==> src/rtl/a_coef_buffer_pkg.sv <==
// Shared constants, FSM state encodings and the element-to-storage mapping
// for the A-matrix coefficient buffer.
package a_coef_buffer_pkg;

  localparam int unsigned ROWS      = 8;
  localparam int unsigned COLS      = 4;
  localparam int unsigned COEF_W    = 7;
  localparam int unsigned NUM_WORDS = ROWS * COLS / 2;
  localparam int unsigned WORD_W    = 2 * COEF_W;
  localparam int unsigned ADDR_W    = $clog2(NUM_WORDS);
  localparam int unsigned ROW_W     = $clog2(ROWS);
  localparam int unsigned COL_W     = $clog2(COLS);

  typedef logic [1:0] state_t;

  localparam state_t ST_EMPTY  = 2'd0;
  localparam state_t ST_LOADED = 2'd1;
  localparam state_t ST_STREAM = 2'd2;
  localparam state_t ST_FINISH = 2'd3;

  // Element (r,c) lives in word c*4 + r/2.
  function automatic logic [ADDR_W-1:0] coef_addr(input logic [ROW_W-1:0] r,
                                                  input logic [COL_W-1:0] c);
    return {c, r[ROW_W-1:1]};
  endfunction

  // Even rows occupy the upper half of the packed word, odd rows the lower.
  function automatic logic [COEF_W-1:0] coef_sel(input logic [WORD_W-1:0] w,
                                                 input logic             odd);
    return odd ? w[COEF_W-1:0] : w[WORD_W-1:COEF_W];
  endfunction

endpackage

==> src/rtl/a_coef_buffer_index_gen.sv <==
// Row/column beat index counter for the coefficient stream.
// Order: column-major by default; row-major when A_BUF_ROW_MAJOR_EN is defined.
module a_coef_index_gen
  import a_coef_buffer_pkg::*;
(
  input  logic             clk,
  input  logic             rst,
  input  logic             init,
  input  logic             adv,
  output logic [ROW_W-1:0] row,
  output logic [COL_W-1:0] col,
  output logic [ROW_W-1:0] nxt_row,
  output logic [COL_W-1:0] nxt_col,
  output logic             last
);

  logic [ROW_W-1:0] row_q, row_d;
  logic [COL_W-1:0] col_q, col_d;
  logic             row_wrap, col_wrap;

  assign row_wrap = (row_q == ROW_W'(ROWS - 1));
  assign col_wrap = (col_q == COL_W'(COLS - 1));

  always_comb begin
`ifdef A_BUF_ROW_MAJOR_EN
    nxt_col = col_wrap ? '0 : col_q + COL_W'(1);
    nxt_row = col_wrap ? row_q + ROW_W'(1) : row_q;
`else
    nxt_row = row_wrap ? '0 : row_q + ROW_W'(1);
    nxt_col = row_wrap ? col_q + COL_W'(1) : col_q;
`endif
  end

  always_comb begin
    row_d = row_q;
    col_d = col_q;
    if (init) begin
      row_d = '0;
      col_d = '0;
    end else if (adv) begin
      row_d = nxt_row;
      col_d = nxt_col;
    end
  end

  always_ff @(posedge clk or negedge rst) begin
    if (!rst) begin
      row_q <= '0;
      col_q <= '0;
    end else begin
      row_q <= row_d;
      col_q <= col_d;
    end
  end

  assign row  = row_q;
  assign col  = col_q;
  assign last = row_wrap && col_wrap;

endmodule

==> src/rtl/a_coef_buffer.sv <==
// Captures the packed A-matrix words from the ROM loader and replays them as a
// valid/ready coefficient stream. Stream order option: A_BUF_ROW_MAJOR_EN.
module a_coef_buffer
  import a_coef_buffer_pkg::*;
(
  input  logic              clk,
  input  logic              rst,
  input  logic              we,
  input  logic [ADDR_W-1:0] w_addr,
  input  logic [WORD_W-1:0] w_data,
  input  logic              aload_done,
  input  logic              clear,
  input  logic              start,
  output logic              coef_valid,
  input  logic              coef_ready,
  output logic [COEF_W-1:0] coef_data,
  output logic [ROW_W-1:0]  coef_row,
  output logic [COL_W-1:0]  coef_col,
  output logic              coef_last,
  output logic              loaded,
  output logic              busy,
  output logic              stream_done
);

  logic [WORD_W-1:0]    mem_q [NUM_WORDS];
  logic [NUM_WORDS-1:0] mask_q, mask_d;
  state_t               state_q, state_d;
  logic                 valid_q, valid_d;
  logic [COEF_W-1:0]    data_q, data_d;

  logic                 wr_en, accept, idx_init, idx_adv, idx_last;
  logic [ROW_W-1:0]     idx_row, nxt_row;
  logic [COL_W-1:0]     idx_col, nxt_col;

  a_coef_index_gen u_index_gen (
    .clk     (clk),
    .rst     (rst),
    .init    (idx_init),
    .adv     (idx_adv),
    .row     (idx_row),
    .col     (idx_col),
    .nxt_row (nxt_row),
    .nxt_col (nxt_col),
    .last    (idx_last)
  );

  assign wr_en  = we && !clear && (state_q != ST_STREAM);
  assign accept = valid_q && coef_ready;

  always_comb begin
    state_d  = state_q;
    mask_d   = mask_q;
    valid_d  = valid_q;
    data_d   = data_q;
    idx_init = 1'b0;
    idx_adv  = 1'b0;
    if (clear) begin
      state_d  = ST_EMPTY;
      mask_d   = '0;
      valid_d  = 1'b0;
      data_d   = '0;
      idx_init = 1'b1;
    end else begin
      if (wr_en) mask_d[w_addr] = 1'b1;
      case (state_q)
        ST_EMPTY: begin
          if ((&mask_d) && aload_done) state_d = ST_LOADED;
        end
        ST_LOADED: begin
          if (start) begin
            state_d  = ST_STREAM;
            valid_d  = 1'b1;
            data_d   = coef_sel(mem_q[coef_addr('0, '0)], 1'b0);
            idx_init = 1'b1;
          end
        end
        ST_STREAM: begin
          // The output register is refilled from the next index in the same
          // cycle the current beat is accepted, so beats run back-to-back.
          if (accept) begin
            if (idx_last) begin
              state_d  = ST_FINISH;
              valid_d  = 1'b0;
              data_d   = '0;
              idx_init = 1'b1;
            end else begin
              idx_adv = 1'b1;
              data_d  = coef_sel(mem_q[coef_addr(nxt_row, nxt_col)], nxt_row[0]);
            end
          end
        end
        ST_FINISH: state_d = ST_LOADED;
        default:   state_d = ST_EMPTY;
      endcase
    end
  end

  always_ff @(posedge clk) begin
    if (wr_en) mem_q[w_addr] <= w_data;
  end

  always_ff @(posedge clk or negedge rst) begin
    if (!rst) begin
      state_q <= ST_EMPTY;
      mask_q  <= '0;
      valid_q <= 1'b0;
      data_q  <= '0;
    end else begin
      state_q <= state_d;
      mask_q  <= mask_d;
      valid_q <= valid_d;
      data_q  <= data_d;
    end
  end

  assign coef_valid  = valid_q;
  assign coef_data   = data_q;
  assign coef_row    = idx_row;
  assign coef_col    = idx_col;
  assign coef_last   = valid_q && idx_last;
  assign loaded      = (state_q != ST_EMPTY);
  assign busy        = (state_q == ST_STREAM);
  assign stream_done = (state_q == ST_FINISH);

endmodule

==> config.mk <==
export PLATFORM = sky130hd
export DESIGN_NAME = a_coef_buffer
export DESIGN_NICKNAME = d
export VERILOG_FILES = /design/src/rtl/a_coef_buffer_pkg.sv /design/src/rtl/a_coef_buffer_index_gen.sv /design/src/rtl/a_coef_buffer.sv
export SDC_FILE = /design/constraint.sdc
export NUM_CORES = 1
export LEC_CHECK = 0
export CAP_MARGIN = 20
export CORE_AREA = 4 4 163 181
export DETAILED_ROUTE_END_ITERATION = 16
export DIE_AREA = 0 0 167 185
export DONT_BUFFER_PORTS = 1
export HOLD_SLACK_MARGIN = 0.1
export PLACE_DENSITY_LB_ADDON = 0.2
export RECOVER_POWER = 50
export SYNTH_ARGS = -nofsm -noshare
export SYNTH_HDL_FRONTEND = slang
export SYNTH_SLANG_ARGS = --single-unit
==> constraint.sdc <==
create_clock -name clk -period 3.82 [get_ports clk]
set_clock_uncertainty 0.15 [all_clocks]
set_input_delay 1.146 -clock clk [delete_from_list [all_inputs] [get_ports clk]]
set_output_delay 1.146 -clock clk [all_outputs]
set_load 0.01 [all_outputs]
**Clock distribution**

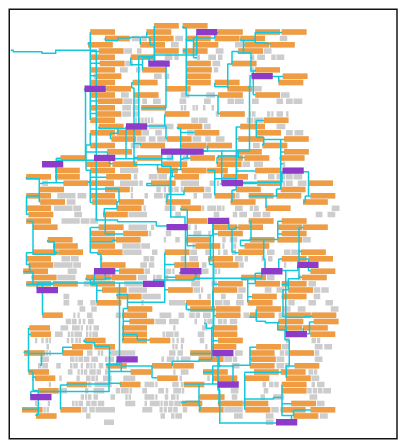
flip-flops: in orange, count 255. clock wires: in cyan, length 2820 µm. cells driving clock nets: in purple, count 25.
There are 26 routed clock nets.

**Placed cells, one colour a class**

The bar under the picture is 50 µm long.
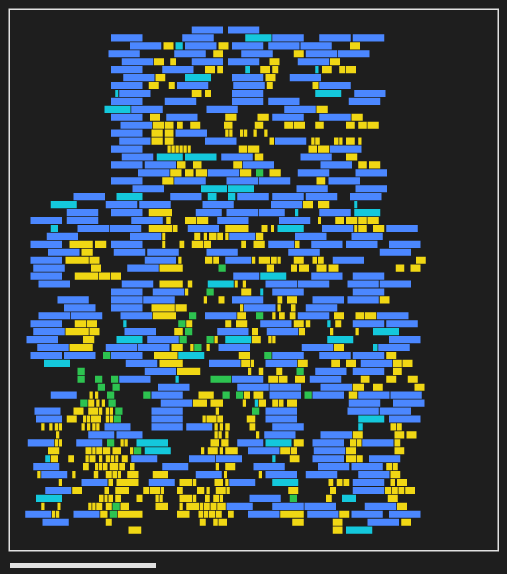
all other logic: in yellow, cells 409, share of their area 27%. other buffers and delay cells: in green, cells 35, share of their area 2.3%. clock drivers and dummy loads: in cyan, cells 46, share of their area 6.7%. flip-flops: in blue, cells 255, share of their area 64%.

**Drive-strength map**

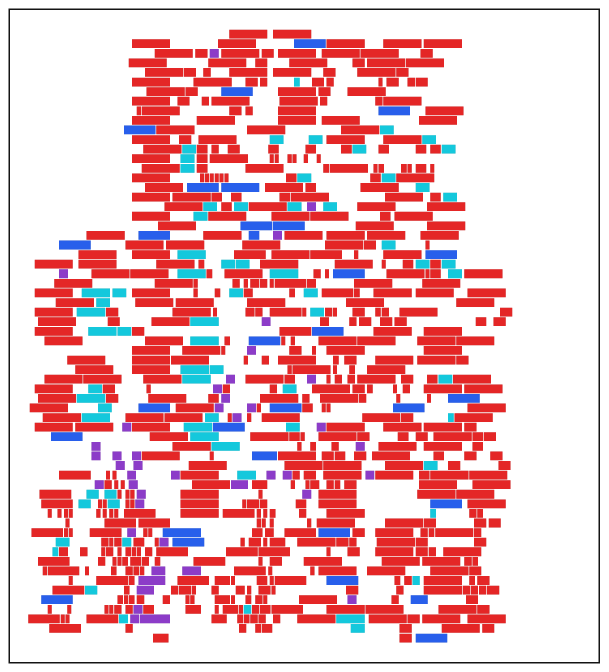
drive 1 or less: in red, cells 602, most used edfxtp_1. drive 6 and up: in blue, cells 30, most used clkbuf_16. drive 2: in cyan, cells 70, most used mux2_2. drive 3 to 4: in purple, cells 43, most used buf_4.

**Signal wires on met1**

Supply wires on this layer in grey. Cells faint in the background.
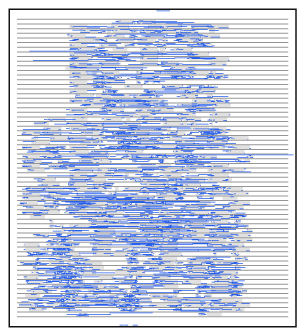
The longest straight run is 58.9 µm. 721 nets have wire on it. The wires run mostly horizontal.

**The clock network**

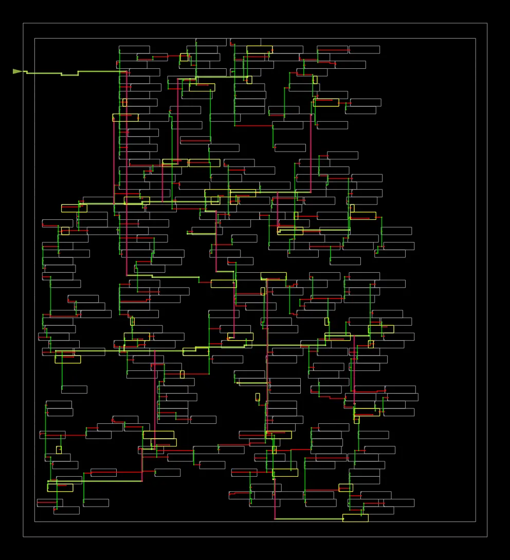
CTS buffer count: 25
Clock Sink Count: 255

==> impl_results.rst <==
Implementation results
======================

.. list-table::
   :header-rows: 1

   * - Metric
     - Value
   * - Run status
     - finished, final reports clean
   * - Worst-Skew Late Latency
     - 530 ps
   * - Startpoint kind of the worst setup timing path
     - register
   * - Aggregate negative setup slack
     - 0 ps
   * - Number of non-clock inverters in the layout
     - 5
   * - Vias in the first global route
     - 6483
   * - Post-synthesis compound-gate area fraction
     - 0.0808
   * - Internal portion of total power
     - 4.47 mW
   * - Core occupancy in the finished layout
     - 0.443
   * - H-Tree Level Count
     - 1
   * - Seq/total area
     - 0.612
   * - Core footprint
     - 27600 µm²
   * - Class of the worst hold path
     - in -> async
   * - Highest Clock Rate
     - 284 MHz
   * - Cell Pwr Density
     - 455 nW/µm²
   * - Adders+Majority by Area
     - 0.00918
   * - Dominant register cell
     - sky130_fd_sc_hd__edfxtp_1
   * - Number of cell instances after yosys synthesis
     - 705
   * - Power, Total
     - 5.57 mW
   * - Post-CTS Setup Inserts
     - 0
   * - Crit path DAT
     - 2220 ps
   * - Relative slew slack
     - 0.428
   * - Net switching fraction of the power
     - 0.198
   * - Antenna cells
     - 0
   * - R2R Path End
     - coef_data[2]$_DFFE_PN0P_
   * - Number of fill cells in the layout
     - 2451
   * - TritonCTS clock tree
     - done
   * - Static Leak
     - 3.92 nW
   * - Area of the multi-input gates
     - 3210 µm²
   * - Initial antenna violation count
     - 0
   * - Floorplan die area
     - 30900 µm²
   * - Final HPWL DP
     - 18000 µm
   * - Crit path max fanout
     - 18
   * - Proportion of power drawn by flip-flops and latches
     - 0.559
   * - Cell Count Post-Placement
     - 1062
   * - DR vias/cell
     - 5.69
   * - Final global-route overflow total
     - 0
   * - Combinational Gates
     - 404
   * - Maximum buffer depth of the clock tree
     - 3
   * - Area-dominant cell class after layout
     - registers
   * - Sequential share of the synthesized area
     - 0.688
   * - Synthesized netlist cell count
     - 705
   * - Top-Level Pins
     - 42
   * - Chip Height
     - 185 µm
   * - Worst Path Required
     - 2520 ps
   * - Distinct cell type count of the synthesized netlist
     - 52
   * - Fraction of registers with async set or reset after synthesis
     - 0.122
   * - Max-capacitance violation count
     - 0
   * - Port Buf Inserts
     - 0
   * - WS Path Type
     - reg -> out
   * - Top comb family, area
     - multiplexers
   * - Cell at the root of the clock tree
     - sky130_fd_sc_hd__clkbuf_16
   * - Count of library flops with an enable pin
     - 224
   * - Startpoint of the lowest-slack register-to-register path
     - u_index_gen.row[0]$_DFFE_PN0P_
   * - Net count of the finished layout
     - 759
   * - Cell Count, Final, Fillers Out
     - 1108
## how the worst max path moves through the flow
stage | endpoint | slack (ps) | cells after the start
3_5_place_dp | coef_data[2]$_DFFE_PN0P_ | 390 | 8
4_1_cts | coef_last | 270 | 4
2_1_floorplan | state_q[0]$_DFFE_PN0P_ | 280 | 7
5_1_grt | coef_last | 140 | 4
3_3_place_gp | coef_data[2]$_DFFE_PN0P_ | 460 | 8
6_report | coef_last | 300 | 4
## flip-flops by register name, indices dropped and copies added, names as in the netlist
| register | count |
|---|---|
| coef_valid | 1 |
| coef_data | 7 |
| u_index_gen.col | 2 |
| state_q | 2 |
| u_index_gen.row | 3 |
| mem_q | 224 |
| mask_q | 16 |
## synth_stat cells (all sizes together) (2+ instances only)
master    n  area (µm²)
edfxtp  224        6730
nor2     80         300
mux2i    68         681
mux2     36         409
dfrtp    31         776
a221oi   26         228
clkbuf   25        93.8
nand2    24        90.1
o22ai    22         138
a21oi    17        85.1
buf      16        93.8
mux4     16         360
o21ai    15        75.1
nor2b    13        81.3
a31oi    11        68.8
and3      9        58.8
ha        8         100
nand2b    6        37.5
o221ai    6        52.6
a22oi     5        37.5
o221a     5        56.3
inv       4        15.0
nand4     4        25.0
nor3      4        20.0
a22o      2        17.5
a41oi     2        17.5
nand3b    2        15.0
nor4b     2        38.8
o21ba     2        20.0
o32a      2        20.0
or2       2        12.5
xor2      2        17.5
## critical path, cell delays in order (launching register included)
cell	delay (ps)
sky130_fd_sc_hd__dfrtp_1	510
sky130_fd_sc_hd__ha_2	220
sky130_fd_sc_hd__ha_1	410
sky130_fd_sc_hd__buf_4	310
sky130_fd_sc_hd__and3_1	240
## layer usage
metal | global-route usage | wire [µm]
met1 | 0.216 | 10800
met2 | 0.307 | 13600
met3 | 0.0391 | 1950
met4 | 0.0570 | 961
met5 | 0 | 0
Power is estimated from default activity; no workload was simulated.
